`src/rtl/panda_risc_v_long_inst_scoreboard_if.sv`:
```
// Dispatcher <-> long-instruction scoreboard signal bundle.
// master: dispatcher / LSU / mul-div side; slave: the scoreboard itself.
interface panda_risc_v_long_inst_scoreboard_if #(
  parameter int unsigned ENTRY_N = 4
);
  localparam int unsigned TAG_W = $clog2(ENTRY_N);

  // allocation
  logic             alloc_valid;
  logic             alloc_ready;
  logic [4:0]       alloc_rd_id;
  logic             alloc_rd_vld;
  logic [TAG_W-1:0] alloc_tag;
  // hazard checks
  logic [4:0]       chk_rd_id;
  logic             chk_rd_waw;
  logic [4:0]       chk_rs1_id;
  logic             chk_rs1_raw;
  logic [4:0]       chk_rs2_id;
  logic             chk_rs2_raw;
  // retire ports (0: LSU, 1: mul/div)
  logic             ret0_valid;
  logic [TAG_W-1:0] ret0_tag;
  logic             ret1_valid;
  logic [TAG_W-1:0] ret1_tag;
  // status
  logic [TAG_W:0]   outstanding_n;
  logic             sb_empty;
  logic             sb_err;

  modport master (
    output alloc_valid, alloc_rd_id, alloc_rd_vld,
    output chk_rd_id, chk_rs1_id, chk_rs2_id,
    output ret0_valid, ret0_tag, ret1_valid, ret1_tag,
    input  alloc_ready, alloc_tag, chk_rd_waw, chk_rs1_raw, chk_rs2_raw,
    input  outstanding_n, sb_empty, sb_err
  );

  modport slave (
    input  alloc_valid, alloc_rd_id, alloc_rd_vld,
    input  chk_rd_id, chk_rs1_id, chk_rs2_id,
    input  ret0_valid, ret0_tag, ret1_valid, ret1_tag,
    output alloc_ready, alloc_tag, chk_rd_waw, chk_rs1_raw, chk_rs2_raw,
    output outstanding_n, sb_empty, sb_err
  );
endinterface

```
`src/rtl/panda_risc_v_long_inst_scoreboard.sv`:
```
// Long-instruction scoreboard: tracks dispatched L/S, mul and div/rem
// instructions until their unit retires them by tag, and reports RD WAW and
// RS1/RS2 RAW hazards to the dispatcher from registered entry state only.
module panda_risc_v_long_inst_scoreboard #(
  parameter int unsigned ENTRY_N   = 4,
  parameter int unsigned SIM_DELAY = 1
) (
  input logic clk,
  input logic rst_n,
  panda_risc_v_long_inst_scoreboard_if.slave sb
);
  localparam int unsigned TAG_W = $clog2(ENTRY_N);

  if (ENTRY_N != 2 && ENTRY_N != 4 && ENTRY_N != 8) begin : g_bad_entry_n
    $error("ENTRY_N=%0d unsupported (SIM_DELAY=%0d)", ENTRY_N, SIM_DELAY);
  end

  logic [ENTRY_N-1:0] vld;
  logic [ENTRY_N-1:0] rd_vld;
  logic [4:0]         rd_id [ENTRY_N];
  logic [TAG_W:0]     cnt;
  logic               empty_q;
  logic               err_q;

  logic               alloc_ready;
  logic [TAG_W-1:0]   alloc_tag;
  logic               alloc_fire;
  logic               r0_ok, r1_ok, same_tag, err_set;
  logic [ENTRY_N-1:0] clr_mask, set_mask;
  logic [TAG_W:0]     ret_n;
  logic [TAG_W:0]     cnt_nxt;
  logic               waw, raw1, raw2;

  assign alloc_ready = ~&vld;
  assign alloc_fire  = sb.alloc_valid & alloc_ready;

  // lowest free entry is the one granted
  always_comb begin
    logic found;
    found     = 1'b0;
    alloc_tag = '0;
    for (int unsigned i = 0; i < ENTRY_N; i++) begin
      if (!vld[i] && !found) begin
        alloc_tag = TAG_W'(i);
        found     = 1'b1;
      end
    end
  end

  // retire decode; a double retire of one valid tag counts once and is not an error
  always_comb begin
    r0_ok    = sb.ret0_valid & vld[sb.ret0_tag];
    r1_ok    = sb.ret1_valid & vld[sb.ret1_tag];
    same_tag = sb.ret0_valid & sb.ret1_valid & (sb.ret0_tag == sb.ret1_tag);
    err_set  = (sb.ret0_valid & ~vld[sb.ret0_tag]) | (sb.ret1_valid & ~vld[sb.ret1_tag]);
    ret_n    = (TAG_W+1)'(r0_ok) + (TAG_W+1)'(r1_ok & ~same_tag);
    clr_mask = '0;
    set_mask = '0;
    for (int unsigned i = 0; i < ENTRY_N; i++) begin
      clr_mask[i] = (r0_ok && sb.ret0_tag == TAG_W'(i)) || (r1_ok && sb.ret1_tag == TAG_W'(i));
      set_mask[i] = alloc_fire && (alloc_tag == TAG_W'(i));
    end
    cnt_nxt = cnt + (TAG_W+1)'(alloc_fire) - ret_n;
  end

  // hazard match against registered entries only
  always_comb begin
    waw  = 1'b0;
    raw1 = 1'b0;
    raw2 = 1'b0;
    for (int unsigned i = 0; i < ENTRY_N; i++) begin
      waw  = waw  | (vld[i] & rd_vld[i] & (rd_id[i] == sb.chk_rd_id));
      raw1 = raw1 | (vld[i] & rd_vld[i] & (rd_id[i] == sb.chk_rs1_id));
      raw2 = raw2 | (vld[i] & rd_vld[i] & (rd_id[i] == sb.chk_rs2_id));
    end
    waw  = waw  & (sb.chk_rd_id  != 5'd0);
    raw1 = raw1 & (sb.chk_rs1_id != 5'd0);
    raw2 = raw2 & (sb.chk_rs2_id != 5'd0);
  end

  // entry state: allocate into free slots, clear retired slots
  always_ff @(posedge clk or negedge rst_n) begin
    if (!rst_n) begin
      vld    <= '0;
      rd_vld <= '0;
      for (int unsigned i = 0; i < ENTRY_N; i++) rd_id[i] <= '0;
    end else begin
      vld    <= (vld & ~clr_mask) | set_mask;
      for (int unsigned i = 0; i < ENTRY_N; i++) begin
        if (set_mask[i]) begin
          rd_id[i]  <= sb.alloc_rd_id;
          rd_vld[i] <= sb.alloc_rd_vld & (sb.alloc_rd_id != 5'd0);
        end else if (clr_mask[i]) begin
          rd_vld[i] <= 1'b0;
        end
      end
    end
  end

  // registered occupancy and sticky error
  always_ff @(posedge clk or negedge rst_n) begin
    if (!rst_n) begin
      cnt     <= '0;
      empty_q <= 1'b1;
      err_q   <= 1'b0;
    end else begin
      cnt     <= cnt_nxt;
      empty_q <= (cnt_nxt == '0);
      err_q   <= err_q | err_set;
    end
  end

  assign sb.alloc_ready   = alloc_ready;
  assign sb.alloc_tag     = alloc_tag;
  assign sb.chk_rd_waw    = waw;
  assign sb.chk_rs1_raw   = raw1;
  assign sb.chk_rs2_raw   = raw2;
  assign sb.outstanding_n = cnt;
  assign sb.sb_empty      = empty_q;
  assign sb.sb_err        = err_q;
endmodule

```
`src/flat_wrapper.sv`:
```
// flat-port wrapper written by rule: the top's interface ports become plain ports
module panda_risc_v_long_inst_scoreboard_flat 
#(
  parameter int unsigned ENTRY_N   = 4,
  parameter int unsigned SIM_DELAY = 1
)
  (clk, rst_n, sb_alloc_valid, sb_alloc_rd_id, sb_alloc_rd_vld, sb_chk_rd_id, sb_chk_rs1_id, sb_chk_rs2_id, sb_ret0_valid, sb_ret0_tag, sb_ret1_valid, sb_ret1_tag, sb_alloc_ready, sb_alloc_tag, sb_chk_rd_waw, sb_chk_rs1_raw, sb_chk_rs2_raw, sb_outstanding_n, sb_sb_empty, sb_sb_err);
  panda_risc_v_long_inst_scoreboard_if #(.ENTRY_N(ENTRY_N)) sb_i ();
  input logic clk;
  input logic rst_n;
  input wire logic [$bits(sb_i.alloc_valid)-1:0] sb_alloc_valid;
  input wire logic [$bits(sb_i.alloc_rd_id)-1:0] sb_alloc_rd_id;
  input wire logic [$bits(sb_i.alloc_rd_vld)-1:0] sb_alloc_rd_vld;
  input wire logic [$bits(sb_i.chk_rd_id)-1:0] sb_chk_rd_id;
  input wire logic [$bits(sb_i.chk_rs1_id)-1:0] sb_chk_rs1_id;
  input wire logic [$bits(sb_i.chk_rs2_id)-1:0] sb_chk_rs2_id;
  input wire logic [$bits(sb_i.ret0_valid)-1:0] sb_ret0_valid;
  input wire logic [$bits(sb_i.ret0_tag)-1:0] sb_ret0_tag;
  input wire logic [$bits(sb_i.ret1_valid)-1:0] sb_ret1_valid;
  input wire logic [$bits(sb_i.ret1_tag)-1:0] sb_ret1_tag;
  output wire logic [$bits(sb_i.alloc_ready)-1:0] sb_alloc_ready;
  output wire logic [$bits(sb_i.alloc_tag)-1:0] sb_alloc_tag;
  output wire logic [$bits(sb_i.chk_rd_waw)-1:0] sb_chk_rd_waw;
  output wire logic [$bits(sb_i.chk_rs1_raw)-1:0] sb_chk_rs1_raw;
  output wire logic [$bits(sb_i.chk_rs2_raw)-1:0] sb_chk_rs2_raw;
  output wire logic [$bits(sb_i.outstanding_n)-1:0] sb_outstanding_n;
  output wire logic [$bits(sb_i.sb_empty)-1:0] sb_sb_empty;
  output wire logic [$bits(sb_i.sb_err)-1:0] sb_sb_err;
  assign sb_i.alloc_valid = sb_alloc_valid;
  assign sb_i.alloc_rd_id = sb_alloc_rd_id;
  assign sb_i.alloc_rd_vld = sb_alloc_rd_vld;
  assign sb_i.chk_rd_id = sb_chk_rd_id;
  assign sb_i.chk_rs1_id = sb_chk_rs1_id;
  assign sb_i.chk_rs2_id = sb_chk_rs2_id;
  assign sb_i.ret0_valid = sb_ret0_valid;
  assign sb_i.ret0_tag = sb_ret0_tag;
  assign sb_i.ret1_valid = sb_ret1_valid;
  assign sb_i.ret1_tag = sb_ret1_tag;
  assign sb_alloc_ready = sb_i.alloc_ready;
  assign sb_alloc_tag = sb_i.alloc_tag;
  assign sb_chk_rd_waw = sb_i.chk_rd_waw;
  assign sb_chk_rs1_raw = sb_i.chk_rs1_raw;
  assign sb_chk_rs2_raw = sb_i.chk_rs2_raw;
  assign sb_outstanding_n = sb_i.outstanding_n;
  assign sb_sb_empty = sb_i.sb_empty;
  assign sb_sb_err = sb_i.sb_err;
  panda_risc_v_long_inst_scoreboard #(.ENTRY_N(ENTRY_N), .SIM_DELAY(SIM_DELAY)) u_core (.clk(clk), .rst_n(rst_n), .sb(sb_i));
endmodule
```
`config.mk`:
```
export PLATFORM = sky130hd
export DESIGN_NAME = panda_risc_v_long_inst_scoreboard_flat
export DESIGN_NICKNAME = d
export VERILOG_FILES = /design/src/rtl/panda_risc_v_long_inst_scoreboard_if.sv /design/src/rtl/panda_risc_v_long_inst_scoreboard.sv /design/src/flat_wrapper.sv
export SDC_FILE = /design/constraint.sdc
export NUM_CORES = 1
export LEC_CHECK = 0
export ABC_CLOCK_PERIOD_IN_PS = 5400
export CAP_MARGIN = 20
export CORE_MARGIN = 4
export CORE_UTILIZATION = 57
export DETAILED_ROUTE_END_ITERATION = 7
export GPL_TIMING_DRIVEN = 0
export PLACE_DENSITY_LB_ADDON = 0.2
export SLEW_MARGIN = 30
export SYNTH_ARGS = -nofsm -noshare
export SYNTH_HDL_FRONTEND = slang
export SYNTH_SLANG_ARGS = --single-unit
```
`constraint.sdc`:
```
create_clock -name clk -period 5.4 [get_ports clk]
set_clock_uncertainty 0.1 [all_clocks]
set_input_delay 0.81 -clock clk [delete_from_list [all_inputs] [get_ports clk]]
set_output_delay 0.81 -clock clk [all_outputs]
set_load 0.005 [all_outputs]
```
Fig. 1: clock routing
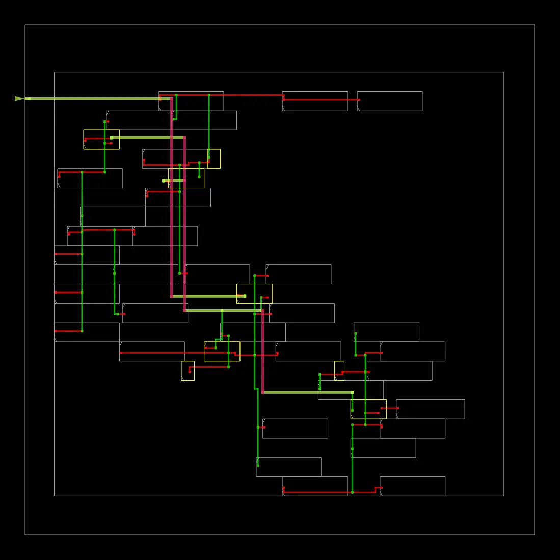
Clock Sinks: 33
flop count: 33
number of buffers added by the clock tree synthesis step: 5
Insertion Delay late pin: 0.28 ns

Fig. 2: cell classes on the final placement
Scale: 4 px per micron. Fill, decap, tap and diode cells in grey.
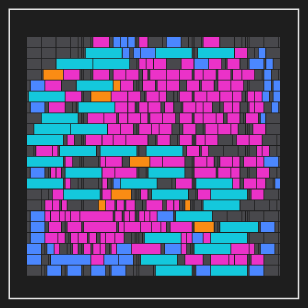
blue -> remaining buffers and delay cells  # cells 45, share of their area 14%
magenta -> remaining logic cells  # cells 184, share of their area 52%
orange -> clock drivers and dummy loads  # cells 8, share of their area 3.1%
cyan -> sequential cells  # cells 33, share of their area 31%

==> summary.txt <==
Implementation results

Per the timing report, the most critical flop-to-flop path originates at u_core.vld[1]$_DFF_PN0_. The number of nets produced by synthesis is roughly 270. The logic depth of the worst setup path including buffers is 9.

The initial utilization of the core area, before any placement, comes to 0.614. The pin count of the biggest net entering global routing is 21. After detailed routing, the met2 layer carries roughly 2.5 mm of wire.

Of the total power, the share spent switching nets is 0.380. In this run the critical path is formed by clkdlybuf4s50_1, mux4_2, nand3_1, fa_1, ha_1, ha_1, xnor2_1, xnor2_1, nor3_1. Post-CTS repair changed the size of 0 cells.

During synthesis, Yosys emitted a total of 0 warnings. The worst slew margin relative to its limit is 0.649. The total net switching power is roughly 500 uW. The capturing point of the worst reg2reg path is u_core.sb.sb_empty$_DFF_PN1_. Tracing the worst setup path back leads to its startpoint at sb_ret1_tag[0]. Multi-input logic gates represent a cell area share of 0.497. The static leakage is 1.09 nW. The power report lists the sequential group at 534 uW. Of the available clock period, the critical path in the final layout requires 0.602.

The top cell type's share of synthesized area is 0.344. The final setup TNS is 0 ns. Of the synthesized area, sequential elements account for 0.355. Of the total synthesized cell area, the portion taken by AND, OR, NAND and NOR gates is 0.147. The worst setup path is launched from an input pin. The repair_antennas step left the layout with diodes totalling 0. The number of cells on the worst reg-to-reg path is 9. Per the layout area report, the combinational gate area comes to approximately 1400 sq um.

The area of the mapped netlist is 2330 sq um. The largest registers in the layout are u_core.rd_id (20), u_core.rd_vld (4), u_core.vld (4). The root buffer cell is clkbuf_8. The final hold slack is about 0.33 ns. The number of buffers added on ports is 25. The proportion of register bits with asynchronous set or reset after synthesis is 1.00. The power density over the cells is roughly 480 nW/um^2. dfrtp_1 takes more of the synthesized area than any other cell.

More flip-flops sit in one register than any other, and that register is u_core.rd_id. After detailed routing, the wire length on met1 is between 2 and 2.5 mm. The count of buffer and inverter cells on the critical path is 1. The tally of OpenROAD warnings is 26.

The via count of the first global-routing pass is about 1800. Note that the worst hold path type here is input pin to async pin. The logic gate share of total power is 0.460. Of the post-synthesis cell area, the part taken by muxes is 0.128. The number of DRC violations after detailed-routing iteration 0 is roughly 170. The total core area is roughly 3800 sq um.

The sequential portion of the cell area is 0.301. The slack of the worst reg-to-reg path is between 2 and 3 ns. The initial antenna violation count was 0.

Counting the clock-network buffers in the layout gives 6. The sequential cells in the finished layout cover a total of between 800 and 900 sq um. The first global-routing pass estimated approximately 9.1 mm of wire.

Of the total synthesized cell area, the portion taken by XOR and XNOR cells is 0.240. The number of I/O pins is 41. The portion of total power attributed to sequential cells is 0.406. The maximum vdd ir drop is approximately 0.28 mV. Per the synthesis report, the number of distinct cell types is 35.

Per the final timing report, the hold violations number 0. The average footprint of a synthesized cell is 9.88 sq um. The vertical extent of the die is roughly 72 microns. After the flow finishes, the layout carries non-filler instances totaling ~320. The post-cts hold buffer count is 0. The clock tree synthesis step divided the H-tree into 2 levels. The main area contributors are dfrtp_1 (34%), xnor2_1 (20%), mux2_2 (7.2%), xor2_1 (4.5%), nand4_1 (3.5%). The setup path with the least slack is of type input pin to flop. The register with the most flip-flops in the layout has 20 of them.

The number of remaining DRC errors is 0. The peak fanout along the critical path is 6. The placed instances occupy a cell area of 2660 sq um.

In the synthesis report, Yosys lists the chip area as approximately 2300 sq um. In the final design database the tool counted just over 300 nets. The placement-stage worst setup slack is roughly 1.9 ns.

The register bit count reported by yosys is 33. The worst-path cell with the longest stage delay is clkdlybuf4s50_1. The flow ran to the end, and the final reports show no timing, DRC or antenna violations. The number of multi-input combinational cells in the layout is 176. The max-cap violation count is 0. The cell-mix breakdown from Yosys lists the compound-gate area share as 0.0456. The combinational power reported by the tool is approximately 610 uW. Per the detail_route log, met3 wirelength is ~400 microns. In the log, the iteration count for the first detailed-route pass is 4.

The half-perimeter wire length after detailed placement is roughly 4 mm. The most common cell in the synthesized netlist is xnor2_1. The synth_stat.txt file lists the number of cells as ~240. After clock tree synthesis, the setup repair step added 0 buffers. The clock-pin slew reported for the worst setup and hold paths after clock tree synthesis is approximately 0.060 ns. Setup repair after global routing left no endpoint under its margin. The global route total overflow is 0. In the final report, the number of endpoints failing setup comes to 0. The average routed wire per standard cell is 17.1 microns. The fraction of final cell area spent on non-clock buffers in this run is 0.138. The post-route antenna net violation count is 0. The most utilized layer in the global route result is met2. The tally of filler cells in the layout is approximately 280. Of the total synthesized cell area, the portion taken by full adders, half adders and majority gates is 0.0247. The capture point of the critical path was reported as u_core.sb.sb_empty$_DFF_PN1_. The overall fraction of global-route tracks in use is 0.232.

Among cell families on the critical path, the largest total delay comes from adder cells. Across the placement rows, the number of tap cells is 48. Once layout is done, the placed cells without fillers occupy 2750 sq um. The row count is 22. For this run, global-route usage on met1 was measured as 0.331. Per the OpenROAD floorplan log, the area of the die is just over 5000 sq um. TritonCTS built the clock tree. The internal portion of the total power is ~820 uW.

The longest clock path from root to sink contains 2 buffers. At the end of routability-driven placement, the weighted congestion stood at 0.964. The script logs the ratio of routed vias to standard cells as 5.75.

The slew at the pin closest to its max-slew limit is 0.524 ns. Data on the critical path is required at its endpoint by roughly 5.5 ns. By area, the combinational part of the netlist is dominated by XOR/XNOR gates. The cell count after synthesis is roughly 240. The top layer used by detailed routing is met4. The non-clock inverter instance count of the final layout is 8.
Fig. 3: M2 wires
Scale: 4 px per micron. Cells faint in the background.
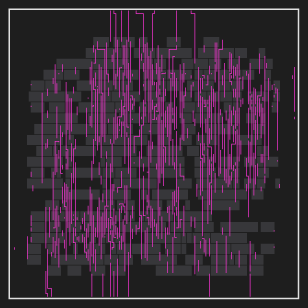
share of all routed wire = 46%
longest straight run = 31.7 microns
met2 track utilization from global routing: 0.348
overall routed net length: 5.44 mm
count of vias placed by the detailed router: 1828

Fig. 4: clock wires, drivers and flops
Scale: 8 px per micron.
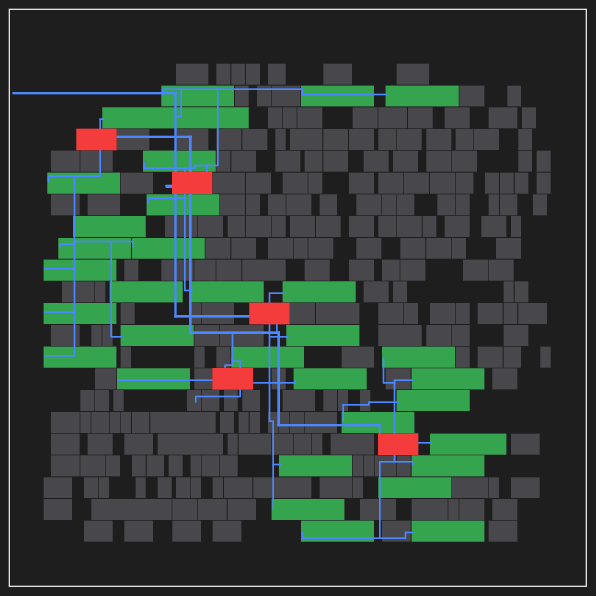
blue -> clock wires  # length 427 microns
red -> clock-net drivers  # count 5
green -> flip-flops  # count 33
routed clock nets = 6
Clk. pwr: 177 uW
clock power share: 0.135

Power and IR drop assume default switching activity.
